File: config.mk
export PLATFORM = sky130hd
export DESIGN_NAME = completion_arbiter_flat
export DESIGN_NICKNAME = d
export VERILOG_FILES = /design/src/rtl/params_pkg.sv /design/src/rtl/completion_arbiter_if.sv /design/src/rtl/completion_arbiter.sv /design/src/flat_wrapper.sv
export SDC_FILE = /design/constraint.sdc
export NUM_CORES = 1
export LEC_CHECK = 0
export ABC_AREA = 1
export CORE_MARGIN = 2
export CORE_UTILIZATION = 35
export CTS_BUF_LIST = sky130_fd_sc_hd__clkbuf_8
export CTS_CLUSTER_DIAMETER = 100
export DETAILED_ROUTE_END_ITERATION = 8
export MAX_ROUTING_LAYER = met4
export PLACE_DENSITY = 0.65
export SYNTH_ARGS = -nofsm -noshare
export SYNTH_HDL_FRONTEND = slang
export SYNTH_SLANG_ARGS = --single-unit
File: constraint.sdc
create_clock -name clk_i -period 3.1 [get_ports clk_i]
set_clock_uncertainty 0.2 [all_clocks]
set_input_delay 0.775 -clock clk_i [delete_from_list [all_inputs] [get_ports clk_i]]
set_output_delay 0.775 -clock clk_i [all_outputs]
set_load 0.005 [all_outputs]
File: src/rtl/params_pkg.sv
// Shared core-wide widths used by the completion path.
// Latency: n/a (constants only).
// Backpressure: n/a.
package params_pkg;

    localparam int ROB_ENTRY_WIDTH = 6;
    localparam int DATA_WIDTH      = 32;

endpackage : params_pkg

File: src/rtl/completion_arbiter_if.sv
// Result-source and ROB-completion bundle for completion_arbiter.
// Latency: n/a (wires only).
// Backpressure: per-source src_ready_o; the ROB side has no ready.
//
// Signals:
//   src_valid_i / src_ready_o              per-source valid/ready handshake
//   src_idx_i / src_data_i / src_excp_i    per-source payload, held until transfer
//   instr_complete_valid_o / _idx_o / _data_o, instr_excp_valid_o
//                                          registered completion to the ROB
//   pending_o                              any result buffered or being completed
// Modports: master = functional-unit side, slave = arbiter side.
interface completion_arbiter_if #(
    parameter int NUM_SRC         = 3,
    parameter int ROB_ENTRY_WIDTH = params_pkg::ROB_ENTRY_WIDTH,
    parameter int DATA_WIDTH      = params_pkg::DATA_WIDTH
);

    logic [NUM_SRC-1:0]                      src_valid_i;
    logic [NUM_SRC-1:0]                      src_ready_o;
    logic [NUM_SRC-1:0][ROB_ENTRY_WIDTH-1:0] src_idx_i;
    logic [NUM_SRC-1:0][DATA_WIDTH-1:0]      src_data_i;
    logic [NUM_SRC-1:0]                      src_excp_i;

    logic                                    instr_complete_valid_o;
    logic [ROB_ENTRY_WIDTH-1:0]              instr_complete_idx_o;
    logic [DATA_WIDTH-1:0]                   instr_complete_data_o;
    logic                                    instr_excp_valid_o;
    logic                                    pending_o;

    modport master (
        output src_valid_i, src_idx_i, src_data_i, src_excp_i,
        input  src_ready_o,
        input  instr_complete_valid_o, instr_complete_idx_o, instr_complete_data_o,
        input  instr_excp_valid_o, pending_o
    );

    modport slave (
        input  src_valid_i, src_idx_i, src_data_i, src_excp_i,
        output src_ready_o,
        output instr_complete_valid_o, instr_complete_idx_o, instr_complete_data_o,
        output instr_excp_valid_o, pending_o
    );

endinterface : completion_arbiter_if

File: src/rtl/completion_arbiter.sv
// Generic small FIFO: head/tail pointers plus occupancy count, wraps modulo DEPTH.
// Latency: a push is visible at the head the cycle after it is written.
// Backpressure: none internally; the owner gates push with count < DEPTH.
//
// Ports: clk_i, rst_i (sync, active-high), push_vld/push_dat, pop_vld,
//        head_dat (current head entry), count (registered occupancy).
module completion_fifo #(
    parameter int WIDTH = 8,
    parameter int DEPTH = 2
) (
    input  logic                         clk_i,
    input  logic                         rst_i,
    input  logic                         push_vld,
    input  logic [WIDTH-1:0]             push_dat,
    input  logic                         pop_vld,
    output logic [WIDTH-1:0]             head_dat,
    output logic [$clog2(DEPTH+1)-1:0]   count
);

    localparam int PW = $clog2(DEPTH);
    localparam int CW = $clog2(DEPTH + 1);

    logic [WIDTH-1:0] mem_q [DEPTH];
    logic [PW-1:0]    head_q;
    logic [PW-1:0]    tail_q;
    logic [CW-1:0]    count_q;

    // Storage needs no reset: count_q alone decides what is valid.
    always_ff @(posedge clk_i) begin
        if (push_vld) begin
            mem_q[tail_q] <= push_dat;
        end
    end

    always_ff @(posedge clk_i) begin
        if (rst_i) begin
            head_q  <= '0;
            tail_q  <= '0;
            count_q <= '0;
        end else begin
            if (push_vld) begin
                tail_q <= tail_q + PW'(1);
            end
            if (pop_vld) begin
                head_q <= head_q + PW'(1);
            end
            unique case ({push_vld, pop_vld})
                2'b10:   count_q <= count_q + CW'(1);
                2'b01:   count_q <= count_q - CW'(1);
                default: count_q <= count_q;
            endcase
        end
    end

    assign head_dat = mem_q[head_q];
    assign count    = count_q;

endmodule : completion_fifo

// Completion arbiter: per-source FIFOs, round-robin pick, registered ROB completion port.
// Latency: result accepted at the edge ending cycle N completes in cycle N+2 when uncontended.
// Backpressure: src_ready_o[s] = count[s] < SRC_DEPTH (registered); ROB side never stalls.
//
// Ports: clk_i, rst_i (sync, active-high), cif (completion_arbiter_if.slave):
//        source handshakes in, single completion strobe/idx/data/excp out, pending_o.
module completion_arbiter #(
    parameter int NUM_SRC         = 3,
    parameter int SRC_DEPTH       = 2,
    parameter int ROB_ENTRY_WIDTH = params_pkg::ROB_ENTRY_WIDTH,
    parameter int DATA_WIDTH      = params_pkg::DATA_WIDTH
) (
    input  logic                 clk_i,
    input  logic                 rst_i,
    completion_arbiter_if.slave  cif
);

    localparam int SW = $clog2(NUM_SRC);
    localparam int CW = $clog2(SRC_DEPTH + 1);

    typedef struct packed {
        logic                       excp;
        logic [DATA_WIDTH-1:0]      data;
        logic [ROB_ENTRY_WIDTH-1:0] idx;
    } entry_t;

    localparam int EW = $bits(entry_t);

    logic [NUM_SRC-1:0] src_ready;
    logic [NUM_SRC-1:0] nonempty;
    logic [NUM_SRC-1:0] push_vld;
    logic [NUM_SRC-1:0] pop_vld;
    logic [CW-1:0]      count    [NUM_SRC];
    entry_t             head_ent [NUM_SRC];

    logic               grant_vld;
    logic [SW-1:0]      grant_src;
    logic [SW-1:0]      cand;

    logic [SW-1:0]      rr_ptr_q;
    logic               out_vld_q;
    entry_t             out_ent_q;

    // ------------------------------------------------------------------
    // Per-source FIFOs
    // ------------------------------------------------------------------
    for (genvar s = 0; s < NUM_SRC; s++) begin : g_src
        entry_t          in_ent;
        logic [EW-1:0]   head_raw;

        assign in_ent.excp = cif.src_excp_i[s];
        assign in_ent.data = cif.src_data_i[s];
        assign in_ent.idx  = cif.src_idx_i[s];

        // Handshakes are ignored while reset is held.
        assign push_vld[s] = cif.src_valid_i[s] && src_ready[s] && !rst_i;
        assign pop_vld[s]  = grant_vld && (grant_src == SW'(s));

        completion_fifo #(
            .WIDTH (EW),
            .DEPTH (SRC_DEPTH)
        ) u_fifo (
            .clk_i    (clk_i),
            .rst_i    (rst_i),
            .push_vld (push_vld[s]),
            .push_dat (in_ent),
            .pop_vld  (pop_vld[s]),
            .head_dat (head_raw),
            .count    (count[s])
        );

        assign head_ent[s] = entry_t'(head_raw);
    end

    // Ready comes from the registered count only, so a full FIFO that is
    // popped this cycle still refuses a new result until next cycle.
    always_comb begin
        src_ready = '0;
        nonempty  = '0;
        for (int s = 0; s < NUM_SRC; s++) begin
            src_ready[s] = (count[s] < CW'(SRC_DEPTH));
            nonempty[s]  = (count[s] != '0);
        end
    end

    // ------------------------------------------------------------------
    // Round-robin pick: search starts one past the last winner and takes
    // the first non-empty source.
    // ------------------------------------------------------------------
    always_comb begin
        grant_vld = 1'b0;
        grant_src = rr_ptr_q;
        cand      = '0;
        for (int k = 1; k <= NUM_SRC; k++) begin
            cand = SW'((int'(rr_ptr_q) + k) % NUM_SRC);
            if (!grant_vld && nonempty[cand]) begin
                grant_vld = 1'b1;
                grant_src = cand;
            end
        end
    end

    // ------------------------------------------------------------------
    // Pointer and completion register
    // ------------------------------------------------------------------
    always_ff @(posedge clk_i) begin
        if (rst_i) begin
            rr_ptr_q  <= SW'(NUM_SRC - 1);
            out_vld_q <= 1'b0;
            out_ent_q <= '0;
        end else begin
            out_vld_q <= grant_vld;
            if (grant_vld) begin
                rr_ptr_q  <= grant_src;
                out_ent_q <= head_ent[grant_src];
            end
        end
    end

    assign cif.src_ready_o            = src_ready;
    assign cif.instr_complete_valid_o = out_vld_q;
    assign cif.instr_complete_idx_o   = out_ent_q.idx;
    assign cif.instr_complete_data_o  = out_ent_q.data;
    assign cif.instr_excp_valid_o     = out_ent_q.excp;
    assign cif.pending_o              = (|nonempty) || out_vld_q;

endmodule : completion_arbiter

File: src/flat_wrapper.sv
// flat-port wrapper written by rule: the top's interface ports become plain ports
module completion_arbiter_flat 
#(
    parameter int NUM_SRC         = 3,
    parameter int SRC_DEPTH       = 2,
    parameter int ROB_ENTRY_WIDTH = params_pkg::ROB_ENTRY_WIDTH,
    parameter int DATA_WIDTH      = params_pkg::DATA_WIDTH
)
  (clk_i, rst_i, cif_src_valid_i, cif_src_idx_i, cif_src_data_i, cif_src_excp_i, cif_src_ready_o, cif_instr_complete_valid_o, cif_instr_complete_idx_o, cif_instr_complete_data_o, cif_instr_excp_valid_o, cif_pending_o);
  completion_arbiter_if #(.NUM_SRC(NUM_SRC), .ROB_ENTRY_WIDTH(ROB_ENTRY_WIDTH), .DATA_WIDTH(DATA_WIDTH)) cif_i ();
  input  logic clk_i;
  input  logic rst_i;
  input wire logic [$bits(cif_i.src_valid_i)-1:0] cif_src_valid_i;
  input wire logic [$bits(cif_i.src_idx_i)-1:0] cif_src_idx_i;
  input wire logic [$bits(cif_i.src_data_i)-1:0] cif_src_data_i;
  input wire logic [$bits(cif_i.src_excp_i)-1:0] cif_src_excp_i;
  output wire logic [$bits(cif_i.src_ready_o)-1:0] cif_src_ready_o;
  output wire logic [$bits(cif_i.instr_complete_valid_o)-1:0] cif_instr_complete_valid_o;
  output wire logic [$bits(cif_i.instr_complete_idx_o)-1:0] cif_instr_complete_idx_o;
  output wire logic [$bits(cif_i.instr_complete_data_o)-1:0] cif_instr_complete_data_o;
  output wire logic [$bits(cif_i.instr_excp_valid_o)-1:0] cif_instr_excp_valid_o;
  output wire logic [$bits(cif_i.pending_o)-1:0] cif_pending_o;
  assign cif_i.src_valid_i = cif_src_valid_i;
  assign cif_i.src_idx_i = cif_src_idx_i;
  assign cif_i.src_data_i = cif_src_data_i;
  assign cif_i.src_excp_i = cif_src_excp_i;
  assign cif_src_ready_o = cif_i.src_ready_o;
  assign cif_instr_complete_valid_o = cif_i.instr_complete_valid_o;
  assign cif_instr_complete_idx_o = cif_i.instr_complete_idx_o;
  assign cif_instr_complete_data_o = cif_i.instr_complete_data_o;
  assign cif_instr_excp_valid_o = cif_i.instr_excp_valid_o;
  assign cif_pending_o = cif_i.pending_o;
  completion_arbiter #(.NUM_SRC(NUM_SRC), .SRC_DEPTH(SRC_DEPTH), .ROB_ENTRY_WIDTH(ROB_ENTRY_WIDTH), .DATA_WIDTH(DATA_WIDTH)) u_core (.clk_i(clk_i), .rst_i(rst_i), .cif(cif_i));
endmodule
==> metrics.yaml <==
ant_nets: 0
fp-row-count: 67
yosysTopAreaCellShare_pct: 58.4
die_w_um: 189
leakage_nw: 5.49
cp_slowest_stage_delay_ns: 0.44
chipArea_um2: 35900
total_power_mw: 16.5
combGateArea_um2: 3540
warning_count: 30
fmaxAchievable_ghz: 0.352
top_area_cell: "edfxtp_1"
logic_family: "simple AND/OR/NAND/NOR gates"
fillerInstances: 3113
io_pins: 166
ctsResizeCount: 0
cts-htree-levels: 2
comb_cell_power_mw: 8.52
grt_pass1_vias: 7773
dr.pass1.iters: 5
clk_path_buf_depth: 3
grt_util_met3_pct: 3.71
worstSetupPathType: "flop to flop"
place_inst: 1541
min-delay-start: "u_core.g_src[2].u_fifo.count[1]$_SDFFE_PP0P_"
rrSetupSlack_ns: 0.26
drive_gt1_share_pct: 16.5
relSlewSlack_pct: 54.5
dp_slack_ns: 0.169
stdcell_count: 1627
layout_top_cell: "edfxtp_1"
syn_nets: 1090
synth_seq_share_pct: 67.9
ir_drop_uv: 1950
avgSynthCellArea_um2: 12.5
synth_cells: 961
fin_crit_sh_pct: 91.7
placed_area_um2: 14300
status: "finished, final reports clean"
mux_area_share_pct: 10.5
reg2reg_depth: 18
common_cells: "edfxtp_1, nor2_1, nand2_1"
synth-edff-count: 234
[layout make-up]
cell class	count	area share, %
Inverter	24	0.595
Antenna cell	2	0.0331
Tap cell	448	3.70
Clock inverter	32	0.819
Sequential cell	291	54.0
Timing Repair Buffer	186	12.7
Clock buffer	52	4.73
Multi-Input combinational cell	592	23.4
[worst max-delay path by stage]
| stage | start | end | cells after the start |
|---|---|---|---|
| global placement | rst_i | u_core.g_src[2].u_fifo.count[1]$_SDFFE_PP0P_ | 9 |
| detailed placement | u_core.rr_ptr_q[0]$_SDFFE_PP0P_ | u_core.cif.instr_complete_data_o[16]$_SDFFE_PP0P_ | 16 |
| global route | u_core.rr_ptr_q[1]$_SDFFE_PP1P_ | u_core.g_src[1].u_fifo.count[1]$_SDFFE_PP0P_ | 17 |
| CTS | u_core.rr_ptr_q[0]$_SDFFE_PP0P_ | u_core.cif.instr_complete_data_o[16]$_SDFFE_PP0P_ | 16 |
| floorplan | rst_i | u_core.g_src[0].u_fifo.mem_q[0][0]$_DFFE_PP_ | 3 |
| finish | u_core.rr_ptr_q[1]$_SDFFE_PP1P_ | u_core.g_src[0].u_fifo.count[1]$_SDFFE_PP0P_ | 18 |
[flip-flops by register name, summed over array words and instances, names as in the netlist, named ones only]
| register | count |
|---|---|
| u_core.g_src.u_fifo.mem_q | 234 |
| u_core.cif.instr_complete_data_o | 32 |
| u_core.cif.instr_complete_idx_o | 6 |
| u_core.g_src.u_fifo.count | 6 |
| u_core.g_src.u_fifo.head_q | 3 |
| u_core.g_src.u_fifo.tail_q | 3 |
| u_core.rr_ptr_q | 2 |
| u_core.cif.instr_complete_valid_o | 1 |
| u_core.cif.instr_excp_valid_o | 1 |
[per-layer routing]
layer	up-vias	part of all wire, %
met5	-	0
met4	0	2.2
met3	44	6.2
met2	221	46
met1	3683	46
li1	3777	-
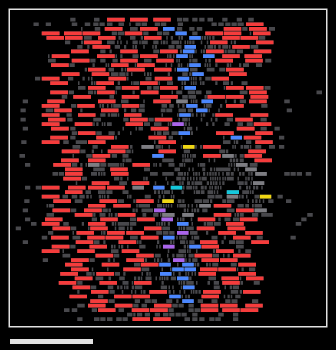
registers.png
The bar under the picture is 50 µm long.
Yellow shows `u_core.g_src.u_fifo.head_q`, sequential cells 3. Blue shows `u_core.cif.instr_complete_data_o`, sequential cells 32, where a column down the middle. Red shows `u_core.g_src.u_fifo.mem_q`, sequential cells 234. Purple shows `u_core.cif.instr_complete_idx_o`, sequential cells 6. Cyan shows `u_core.rr_ptr_q`, sequential cells 2.

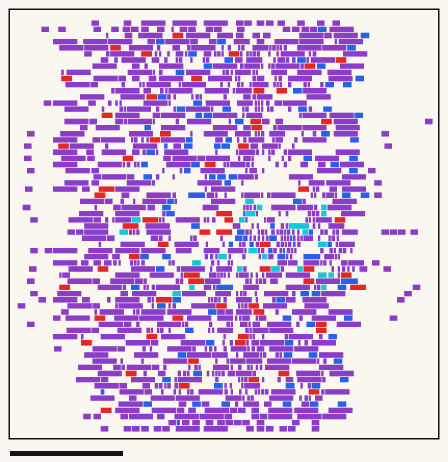
drive_strength.png
The bar under the picture is 50 µm long.
Blue shows drive 2, cells 109, share 9.3%, most used mux2_2. Purple shows drive 1 or less, cells 983, share 84%, most used edfxtp_1. Cyan shows drive 3 to 4, cells 23, share 2.0%. Red shows drive 6 and up, cells 62, share 5.3%, most used clkbuf_8.
area growth from synthesis to layout: 25.8%
Finished Cell Area: 15100 µm²
Final WS setup: 0.257 ns
bufs w/o clock: 186

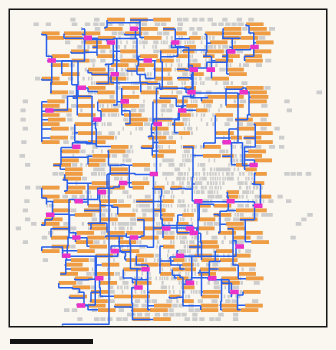
clock_map.png
The bar under the picture is 50 µm long.
Blue shows clock wires, length 3590 µm. Magenta shows cells driving clock nets, count 46. Orange shows flip-flops, count 291.
There are 47 routed clock nets.

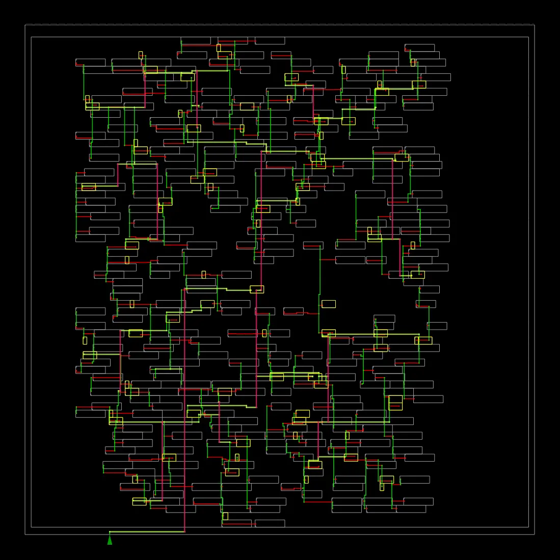
final_clocks.png
clk latency late pin: 0.56 ns
clock buffers: 52
flop count: 291
Num Clock Sinks: 291

